**Run 1: sequential cells grouped by signal name**

The bar under the picture is 20 um long.
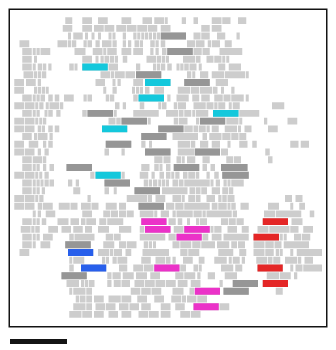
**Run 1: gate families picked out**

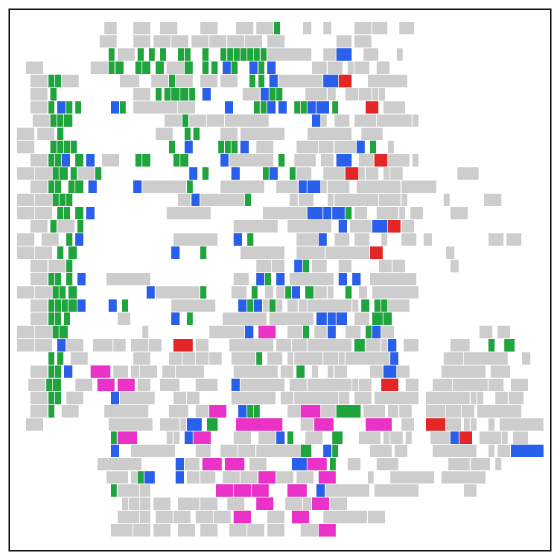
**Run 1: track usage over the die**

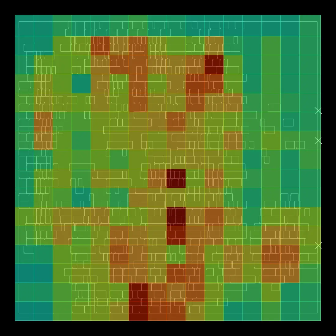
**Run 1: signal wires by layer**

Only two layers are drawn.
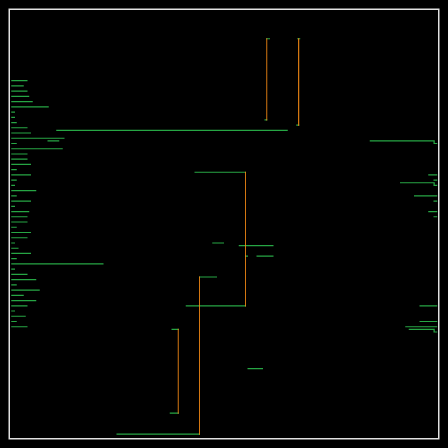
--- src/rtl/tensor_job_arbiter.sv ---
// Round-robin job arbiter that sequences one requester's tensor job into per-element engine ops.
// Optional performance counters are enabled by defining TENSOR_ARB_PERF_EN.
module tensor_job_arbiter #(
  parameter int NUM_REQ = 4,
  parameter int ADDR_W  = 6,
  parameter int LEN_W   = 7,
  parameter int MAX_OUT = 4
) (
  input  logic                      clk,
  input  logic                      rst_n,
  input  logic [NUM_REQ-1:0]        req_valid,
  output logic [NUM_REQ-1:0]        req_ready,
  input  logic [NUM_REQ*LEN_W-1:0]  req_len,
  input  logic [NUM_REQ*ADDR_W-1:0] req_base_a,
  input  logic [NUM_REQ*ADDR_W-1:0] req_base_b,
  input  logic [NUM_REQ*ADDR_W-1:0] req_base_r,
  output logic                      op_valid,
  input  logic                      op_ready,
  output logic [ADDR_W-1:0]         op_addr_a,
  output logic [ADDR_W-1:0]         op_addr_b,
  output logic [ADDR_W-1:0]         op_addr_r,
  output logic                      op_last,
  input  logic                      op_done,
  output logic [NUM_REQ-1:0]        done,
  output logic                      busy
`ifdef TENSOR_ARB_PERF_EN
  ,
  output logic [31:0]               perf_busy_cyc,
  output logic [31:0]               perf_stall_cyc,
  output logic [15:0]               perf_jobs
`endif
);

  localparam int IW = (NUM_REQ > 1) ? $clog2(NUM_REQ) : 1;
  localparam int OW = 4;

  typedef enum logic [1:0] {IDLE, ISSUE, DRAIN, DONE} state_e;

  state_e              state_q, state_d;
  logic [IW-1:0]       rr_q, rr_d, owner_q, owner_d;
  logic [LEN_W-1:0]    len_q, len_d, idx_q, idx_d;
  logic [ADDR_W-1:0]   base_a_q, base_a_d, base_b_q, base_b_d, base_r_q, base_r_d;
  logic [OW-1:0]       out_q, out_d;

  logic                found;
  logic [IW-1:0]       win;
  logic [LEN_W-1:0]    sel_len;
  logic [ADDR_W-1:0]   sel_a, sel_b, sel_r;
  logic                accept, retire;

  // Winner is the first valid requester at or after the round-robin pointer.
  always_comb begin : arb
    int c;
    logic [IW-1:0] cand;
    found = 1'b0;
    win   = '0;
    c     = 0;
    cand  = '0;
    for (int k = 0; k < NUM_REQ; k++) begin
      c    = (int'(rr_q) + k) % NUM_REQ;
      cand = c[IW-1:0];
      if (!found && req_valid[cand]) begin
        found = 1'b1;
        win   = cand;
      end
    end
  end

  always_comb begin
    sel_len   = '0;
    sel_a     = '0;
    sel_b     = '0;
    sel_r     = '0;
    req_ready = '0;
    for (int i = 0; i < NUM_REQ; i++) begin
      if (win == IW'(i)) begin
        sel_len = req_len[i*LEN_W +: LEN_W];
        sel_a   = req_base_a[i*ADDR_W +: ADDR_W];
        sel_b   = req_base_b[i*ADDR_W +: ADDR_W];
        sel_r   = req_base_r[i*ADDR_W +: ADDR_W];
      end
      req_ready[i] = (state_q == IDLE) && found && (win == IW'(i));
    end
  end

  assign op_valid  = (state_q == ISSUE) && (out_q < OW'(MAX_OUT));
  assign op_last   = (state_q == ISSUE) && (idx_q == len_q - LEN_W'(1));
  assign op_addr_a = base_a_q + ADDR_W'(idx_q);
  assign op_addr_b = base_b_q + ADDR_W'(idx_q);
  assign op_addr_r = base_r_q + ADDR_W'(idx_q);
  assign busy      = (state_q != IDLE);

  // A completion with nothing outstanding is stray and must not underflow the counter.
  assign accept = op_valid && op_ready;
  assign retire = op_done && (out_q != '0);
  assign out_d  = out_q + OW'(accept) - OW'(retire);

  always_comb begin
    state_d  = state_q;
    rr_d     = rr_q;
    owner_d  = owner_q;
    len_d    = len_q;
    idx_d    = idx_q;
    base_a_d = base_a_q;
    base_b_d = base_b_q;
    base_r_d = base_r_q;
    done     = '0;
    case (state_q)
      IDLE: begin
        if (found) begin
          owner_d  = win;
          len_d    = sel_len;
          base_a_d = sel_a;
          base_b_d = sel_b;
          base_r_d = sel_r;
          idx_d    = '0;
          state_d  = (sel_len != '0) ? ISSUE : DONE;
        end
      end
      ISSUE: begin
        if (accept) begin
          idx_d = idx_q + LEN_W'(1);
          if (op_last) state_d = DRAIN;
        end
      end
      DRAIN: begin
        if (out_d == '0) state_d = DONE;
      end
      DONE: begin
        done[owner_q] = 1'b1;
        rr_d    = (owner_q == IW'(NUM_REQ - 1)) ? '0 : owner_q + IW'(1);
        state_d = IDLE;
      end
      default: state_d = IDLE;
    endcase
  end

  always_ff @(posedge clk or negedge rst_n) begin
    if (!rst_n) begin
      state_q  <= IDLE;
      rr_q     <= '0;
      owner_q  <= '0;
      len_q    <= '0;
      idx_q    <= '0;
      base_a_q <= '0;
      base_b_q <= '0;
      base_r_q <= '0;
      out_q    <= '0;
    end else begin
      state_q  <= state_d;
      rr_q     <= rr_d;
      owner_q  <= owner_d;
      len_q    <= len_d;
      idx_q    <= idx_d;
      base_a_q <= base_a_d;
      base_b_q <= base_b_d;
      base_r_q <= base_r_d;
      out_q    <= out_d;
    end
  end

`ifdef TENSOR_ARB_PERF_EN
  logic [31:0] perf_busy_q, perf_stall_q;
  logic [15:0] perf_jobs_q;
  logic        stall;

  assign stall = (state_q == ISSUE) && ((op_valid && !op_ready) || (out_q == OW'(MAX_OUT)));

  // All counters saturate rather than wrap.
  always_ff @(posedge clk or negedge rst_n) begin
    if (!rst_n) begin
      perf_busy_q  <= '0;
      perf_stall_q <= '0;
      perf_jobs_q  <= '0;
    end else begin
      if (busy && (perf_busy_q != '1)) perf_busy_q <= perf_busy_q + 32'd1;
      if (stall && (perf_stall_q != '1)) perf_stall_q <= perf_stall_q + 32'd1;
      if ((done != '0) && (perf_jobs_q != '1)) perf_jobs_q <= perf_jobs_q + 16'd1;
    end
  end

  assign perf_busy_cyc  = perf_busy_q;
  assign perf_stall_cyc = perf_stall_q;
  assign perf_jobs      = perf_jobs_q;
`endif

endmodule

--- config.mk ---
export PLATFORM = sky130hd
export DESIGN_NAME = tensor_job_arbiter
export DESIGN_NICKNAME = d
export VERILOG_FILES = /design/src/rtl/tensor_job_arbiter.sv
export SDC_FILE = /design/constraint.sdc
export NUM_CORES = 1
export LEC_CHECK = 0
export ABC_CLOCK_PERIOD_IN_PS = 2600
export CORE_UTILIZATION = 30
export CTS_CLUSTER_SIZE = 30
export DETAILED_ROUTE_END_ITERATION = 12
export PLACE_DENSITY = 0.71
export SLEW_MARGIN = 20
export SYNTH_ARGS = -nofsm -noshare
export SYNTH_HDL_FRONTEND = slang
export SYNTH_SLANG_ARGS = --single-unit
--- constraint.sdc ---
create_clock -name clk -period 2.6 [get_ports clk]
set_input_delay 0.52 -clock clk [delete_from_list [all_inputs] [get_ports clk]]
set_output_delay 0.52 -clock clk [all_outputs]
set_load 0.01 [all_outputs]
==> out/qor.yml, run 1 <==
run_status:
  run_status: "finished, violations left"
  violations: "design-rule violations, negative setup slack"
floorplanning:
  fp.dieW_um: 111
  die_area_sq_um: 12400
  core_sq_um: 11500
  fp.dieH_um: 111
logic_synthesis:
  ys_cells: 465
  yosys_area_sq_um: 3580
  syn_area_sq_um: 3580
  yosys.area_share.simple: 0.225
  yosysTopAreaCell: "dfrtp_1"
  topCellsByArea: "dfrtp_1 29%, nand2_1 14%, ha_1 11%"
  synth_seq_share: 0.294
  yosysUniqueCellTypes: 39
  syn_nets: 608
  ys.warnings.count: 0
  avgSynthCellArea_sq_um: 7.69
  netlist_logic_family_top: "simple AND/OR/NAND/NOR gates"
  netlist.area_leader.share: 0.294
  postSynthCellCount: 465
  xor_area_frac: 0.0661
  synthAdderAreaFrac: 0.131
  mux_area_frac: 0.0777
  compound_area_frac: 0.141
route:
  ant_nets: 0
  drt_iter0_markers: 131
  route.detailed.drc: 6
  drt_pass1_iterations: 8
  routed_via_density: 4.68
final_timing:
  hold_viol_final: 0
  setup_ws_ps: -175
  clock_skew_ps: 3.87
  finalSetupViolCount: 3
  slew_headroom: 0.628
  slew_violations: 0
  worst_pin_slew_ps: 558
  max_freq_mhz: 360
placed_design:
  dpl.hpwl_um: 8570
  dpl_cell_area_sq_um: 5410
  io_buffers: 136
clocking:
  post_cts_resized: 77
  clock_latency_ps: 280
  htree_num_levels: 2
  numCtsBuffers: 5
  cts_sinks: 42
  hold_buffers: 0
  cts-root-buf: "clkbuf_16"
  cts_setup_buffers: 13
global_routing:
  grt_max_degree: 53
  grt_first_pass_wirelength_um: 17300
  grt_pass1_vias: 3833
cells_and_area:
  n_antenna_cell: 0
  syn2layout_area_growth_pct: 63.1
  stdcell_area_sq_um: 5830
power:
  power_density_nw_per_um2: 1100
  leakage_nw: 2.79
  vdd_drop_max_mv: 0.506
critical_path:
  critPathKind: "flip-flop to flip-flop"
  critPathLaunchType: "flip-flop"
  cp_data_required_time_ps: 2770
  worstPathMaxFanout: 3
job:
  tool_warnings: 36
## Picture notes: 'sequential cells grouped by signal name'
Key: rr_q = blue [flops 2]; out_q = red [flops 4, where lower right]; base_b_q = cyan [flops 6]; len_q = magenta [flops 7, where bottom centre]
Seq group: 1.24 mW
FF/Latch Area: 1050 sq um
flop share of the area: 0.181
Final Core Density: 0.506

## Picture notes: 'gate families picked out'
Key: NAND gates = green [cells 158]; AND-OR and OR-AND gates = red [cells 10]; multiplexers = magenta [cells 25, where bottom centre]; inverting AOI/OAI gates = blue [cells 80]
Layout Cells excl Fill: 792
Top cell excl fill/tap: nand2_1

## Picture notes: 'track usage over the die'
Wirelength per Cell: 13.5 um
GR Util met1: 0.206
gr usage total: 0.173
grt met2 use: 0.326

## Picture notes: 'signal wires by layer'
Key: met4 = orange [wire length 141 um]; met3 = green [wire length 404 um]
via count: 3704
Post-Route WL: 10700 um

-- run 1: metrics by stage --
step                      utilization  TNS (ps)  hold WS (ps)  total power, mW  setup slack (ps)
after floorplan                     -      -195           224             3.54              -195
after global placement          0.469     -5300           468             5.17              -556
after detailed placement        0.469     -6890           482             5.33              -632
after CTS                       0.500      -232           238             6.31              -158
after global routing            0.506      -600           266             6.95              -264
final                           0.506      -297           224             6.40              -175
-- run 1: routing by layer --
| layer | part of all wire | GRT usage | routed length, um | vias to the layer above |
|---|---|---|---|---|
| met1 | 0.44 | 0.206 | 4680 | 1696 |
| met3 | 0.038 | 0.0169 | 403 | 11 |
| met5 | 0 | 0 | 0 | - |
| li1 | - | - | - | 1912 |
| met4 | 0.013 | 0.0468 | 140 | 0 |
| met2 | 0.51 | 0.326 | 5490 | 85 |
-- run 1: flip-flops by register name, indices dropped and copies added (netlist names) --
register  count
base_a_q      6
owner_q       2
len_q         7
idx_q         7
rr_q          2
state_q       2
base_r_q      6
out_q         4
base_b_q      6
-- run 1: path summary, 6_finish.rpt --
path / slack (ps) / endpoint / start / cells past startpoint
setup / recovery: -170 / state_q[1] / out_q[2] / 13
hold / removal: 220 / len_q[3] / rst_n / 1
setup reg to reg: -170 / state_q[1] / out_q[2] / 13
hold reg to reg: 500 / base_b_q[3] / base_b_q[3] / 2
max in group asynchronous: 1800 / base_a_q[2] / rst_n / 2
min in group clk: 500 / base_b_q[3] / base_b_q[3] / 2
-- run 1: cell type report --
class | count | area (sq um) | share of cell area
clock inverters | 1 | 5.00 | 0.000858
clock buffers | 7 | 143 | 0.0245
flip-flops and latches | 42 | 1050 | 0.181
inverters | 36 | 135 | 0.0232
multi-input cells | 365 | 2490 | 0.426
well taps | 143 | 179 | 0.0307
repair buffers | 198 | 1830 | 0.314
-- run 1: Yosys cell counts --
master / count
nand2_1: 130
o21ai_0: 54
dfrtp_1: 42
inv_1: 35
ha_1: 31
nand3_1: 22
xnor2_1: 20
a21oi_1: 17
clkbuf_1: 15
mux2i_1: 15
nor3_1: 10
mux2_2: 9
nor2_1: 8
a21o_1: 7
xor2_1: 7
and2_1: 6
buf_2: 4
fa_1: 4
nand2b_1: 4
o21bai_1: 3
a31oi_1: 2
buf_1: 2
nand4_1: 2
a21boi_0: 1
a22oi_1: 1
and3_1: 1
buf_8: 1
inv_2: 1
mux4_1: 1
nor3_4: 1
nor4_1: 1
nor4bb_1: 1
o22ai_1: 1
o2bb2a_1: 1
o32a_1: 1
o41a_1: 1
o41ai_1: 1
or2_2: 1
or3_1: 1
-- run 1: worst max-delay path, cell delays in order (launching register included) --
cell      delay [ps]
dfrtp_1          350
inv_2             60
ha_4             160
buf_6            110
a21boi_4         160
ha_4             220
inv_2             60
ha_4             120
inv_2             30
fa_1             500
inv_2             50
o41a_1           410
nor2_2           130
mux2_4           310
-- run 1: power breakdown --
part | leakage [nW] | switching (mW) | total, mW | internal [mW]
clock network | 0.0739 | 0.254 | 0.635 | 0.381
logic | 2.20 | 2.19 | 4.52 | 2.33
registers | 0.518 | 0.274 | 1.24 | 0.969
total | 2.79 | 2.72 | 6.40 | 3.68
**Run 1: drive-strength map**

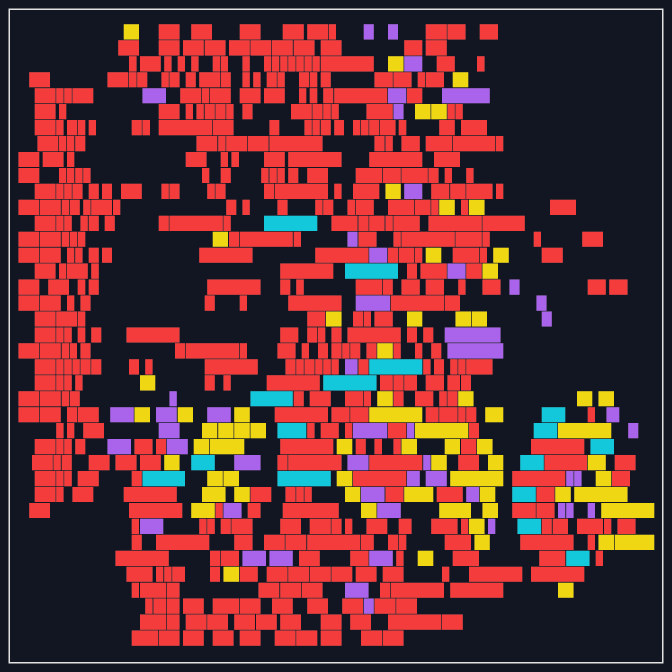

==> inputs of run 2 (changes only) <==
--- a/config.mk
+++ b/config.mk
@@ -9,6 +9,7 @@
 export CORE_UTILIZATION = 30
 export CTS_CLUSTER_SIZE = 30
 export DETAILED_ROUTE_END_ITERATION = 12
+export GPL_TIMING_DRIVEN = 0
 export PLACE_DENSITY = 0.71
 export SLEW_MARGIN = 20
 export SYNTH_ARGS = -nofsm -noshare
**Run 2: drive-strength map**

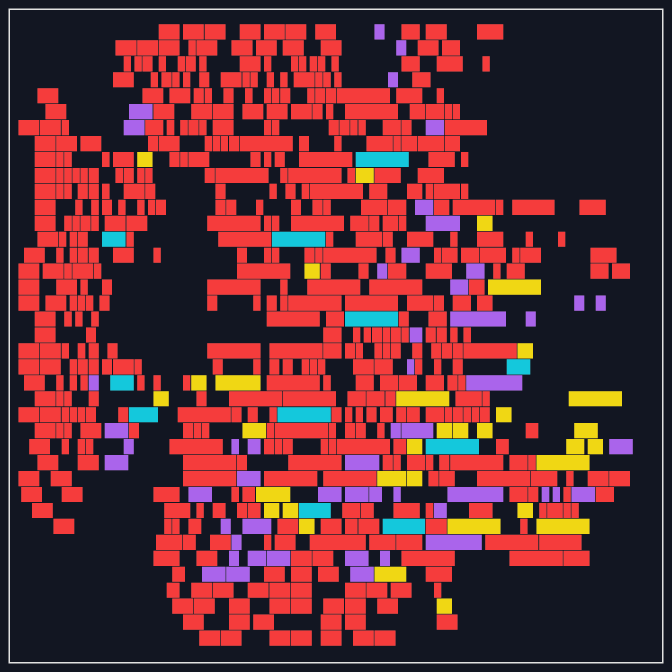
Key: drive 6 and up = cyan [cells 11, share 1.8%]; drive 2 = purple [cells 52, share 8.3%]; drive 1 or less = red [cells 529, share 85%]; drive 3 to 4 = yellow [cells 32, share 5.1%]
post-route cell area: 5570 sq um
Area Overhead vs Synth: 55.6%
final setup margin: -209 ps

==> run 2 against run 1 <==
Compared with the run above: the flow still finishes with violations (design-rule violations, negative setup slack); hold slack got worse by 130 ps; sequential share of layout area is 0.91 points higher; flip-flop count unchanged; first-iteration DRC count is 53% higher; setup slack worse by 34 ps; cell count decreased by 3.2%; clock skew fell by 1.9 ps; critical path type unchanged; largest power group unchanged; highest routed layer unchanged.
==> out/qor.yml, run 2 <==
clocking:
  htree_num_levels: 2  # unchanged
  cts-root-buf: "clkbuf_16"
  cts_sinks: 42  # unchanged
  numCtsBuffers: 5  # unchanged
logic_synthesis:
  compound_area_frac: 0.141  # unchanged
  ys_cells: 465  # unchanged
  netlist.area_leader.share: 0.294  # unchanged
  topCellsByArea: "dfrtp_1 29%, nand2_1 14%, ha_1 11%"
  synth-edff-count: 0  # unchanged
  mux_area_frac: 0.0777  # unchanged
  synthAdderAreaFrac: 0.131  # unchanged
  netlist_logic_family_top: "simple AND/OR/NAND/NOR gates"
  yosysUniqueCellTypes: 39  # unchanged
  synth_seq_share: 0.294  # unchanged
  yosys_area_sq_um: 3580  # unchanged
  yosysTopAreaCell: "dfrtp_1"
  yosys.area_share.simple: 0.225  # unchanged
critical_path:
  cpMaxStageDelayCell: "fa_1"
  r2r_end: "state_q[1]"
  worstPathMaxFanout: 6  # +3
  worstReg2RegStart: "state_q[1]"
  r2r_setup_slack_ps: -210  # -30 ps
  r2r_cells: 13  # unchanged
  critPathLaunchType: "flip-flop"
route:
  route.detailed.drc: 6  # unchanged
  wl_per_cell_um: 14.2  # +4.9%
  num_vias: 3742  # +1.0%
  routed_via_density: 4.88  # +4.3%
  drt_iter0_markers: 200  # +53%
run_status:
  violations: "design-rule violations, negative setup slack"
  run_status: "finished, violations left"
final_timing:
  slew_headroom: 0.647  # +0.0192
  setup_ws_ps: -209  # -34.3 ps
  finalSetupViolCount: 2  # -1
  worst_pin_slew_ps: 524  # -34.3 ps
  hold_viol_final: 0  # unchanged
  tns_ps: -225  # +71.7 ps
  hold_slack_ps: 98.2  # -126 ps
  max_freq_mhz: 356  # -1.2%
power:
  vdd_drop_max_mv: 0.357  # -29%
  netSwitchingFraction: 0.447  # +0.0212
  power_frac_comb: 0.677  # -0.030
  p_seq_frac: 0.219  # +0.025
  netSwitchingPower_mw: 2.61  # -4.1%
  power_frac_clock: 0.104  # +0.005
cells_and_area:
  combGateArea_sq_um: 2470  # -0.60%
  n_antenna_cell: 0  # unchanged
placed_design:
  preCtsSetupSlack_ps: -1070  # -437 ps
global_routing:
  grtUsageMet1: 0.208  # +0.00137
  use_met3: 0.0295  # +0.0126
  grt_max_degree: 33  # -38%
  grt_first_pass_wirelength_um: 17400  # +0.44%
floorplanning:
  fp.dieH_um: 111  # unchanged
**Run 2: sequential cells grouped by signal name**

The bar under the picture is 20 um long.
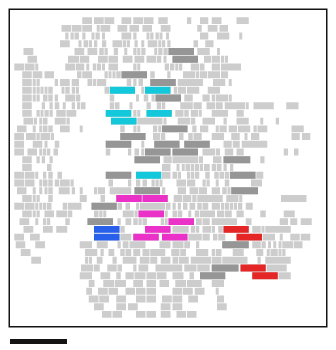
Key: base_b_q = cyan [flops 6]; out_q = red [flops 4, where lower right]; len_q = magenta [flops 7]; rr_q = blue [flops 2]
Final Core Density: 0.483
flop share of the area: 0.190
FF/Latch Area: 1060 sq um
Seq group: 1.28 mW

-- run 2: final cells by class --
type / instances / share of cell area
multi-input combinational: 365 / 0.444
timing repair buffer: 154 / 0.263
sequential: 42 / 0.190
tap: 143 / 0.0321
inverter: 36 / 0.0243
clock buffer: 6 / 0.0232
buffer: 19 / 0.0211
clock inverter: 2 / 0.00247
-- run 2: repair_timing --
action	in CTS	in global routing
endpoints found under the setup margin	36	16
resized	81	27
buffers inserted	12	5
pin swaps	14	12
-- run 2: metal layers --
metal	vias to the layer above	routed length, um
met4	0	131
met1	1768	4710
met3	12	504
met5	-	0
met2	100	5530
li1	1862	-
-- run 2: worst max-delay path, delay by kind of cell, from the launching register on --
family | cells | cell delay, ps
simple gates | 3 | 370
buf+inv | 4 | 230
flops | 1 | 400
fa+ha+maj | 4 | 970
compound gates | 1 | 410
mux | 1 | 310
-- run 2: worst max path at each step --
stage                       startpoint  slack (ps)  depth (start not counted)           end
after floorplan             state_q[1]        -200                         13    state_q[1]
after global placement    req_valid[0]       -1050                          7  req_ready[3]
after detailed placement  req_valid[0]       -1070                          7  req_ready[3]
after CTS                   state_q[1]        -250                         13    state_q[1]
after global routing        state_q[1]        -300                         13    state_q[1]
final                       state_q[1]        -210                         13    state_q[1]
-- run 2: logic make-up after synthesis --
kind of cell	count (synthesis)
compound gates	90
xor+xnor	27
fa+ha+maj	35
buf+inv	58
flops	42
mux	25
simple gates	188
-- run 2: per-stage QoR --
stage	cell area (sq um)	total power [mW]	instances
6_report	5570	5.84	767
3_5_place_dp	5150	5.02	745
2_1_floorplan	3600	3.54	465
5_1_grt	5570	6.38	767
4_1_cts	5510	5.82	762
3_3_place_gp	5140	4.91	744
-- run 2: power by group through the flow --
stage | clock network, mW | registers [mW] | logic [mW]
final | 0.607 | 1.28 | 3.96
after global placement | 0 | 1.27 | 3.64
after floorplan | 0 | 1.18 | 2.36
after detailed placement | 0 | 1.28 | 3.74
after global routing | 0.639 | 1.32 | 4.42
after CTS | 0.616 | 1.27 | 3.93
Power and IR drop assume default switching activity.
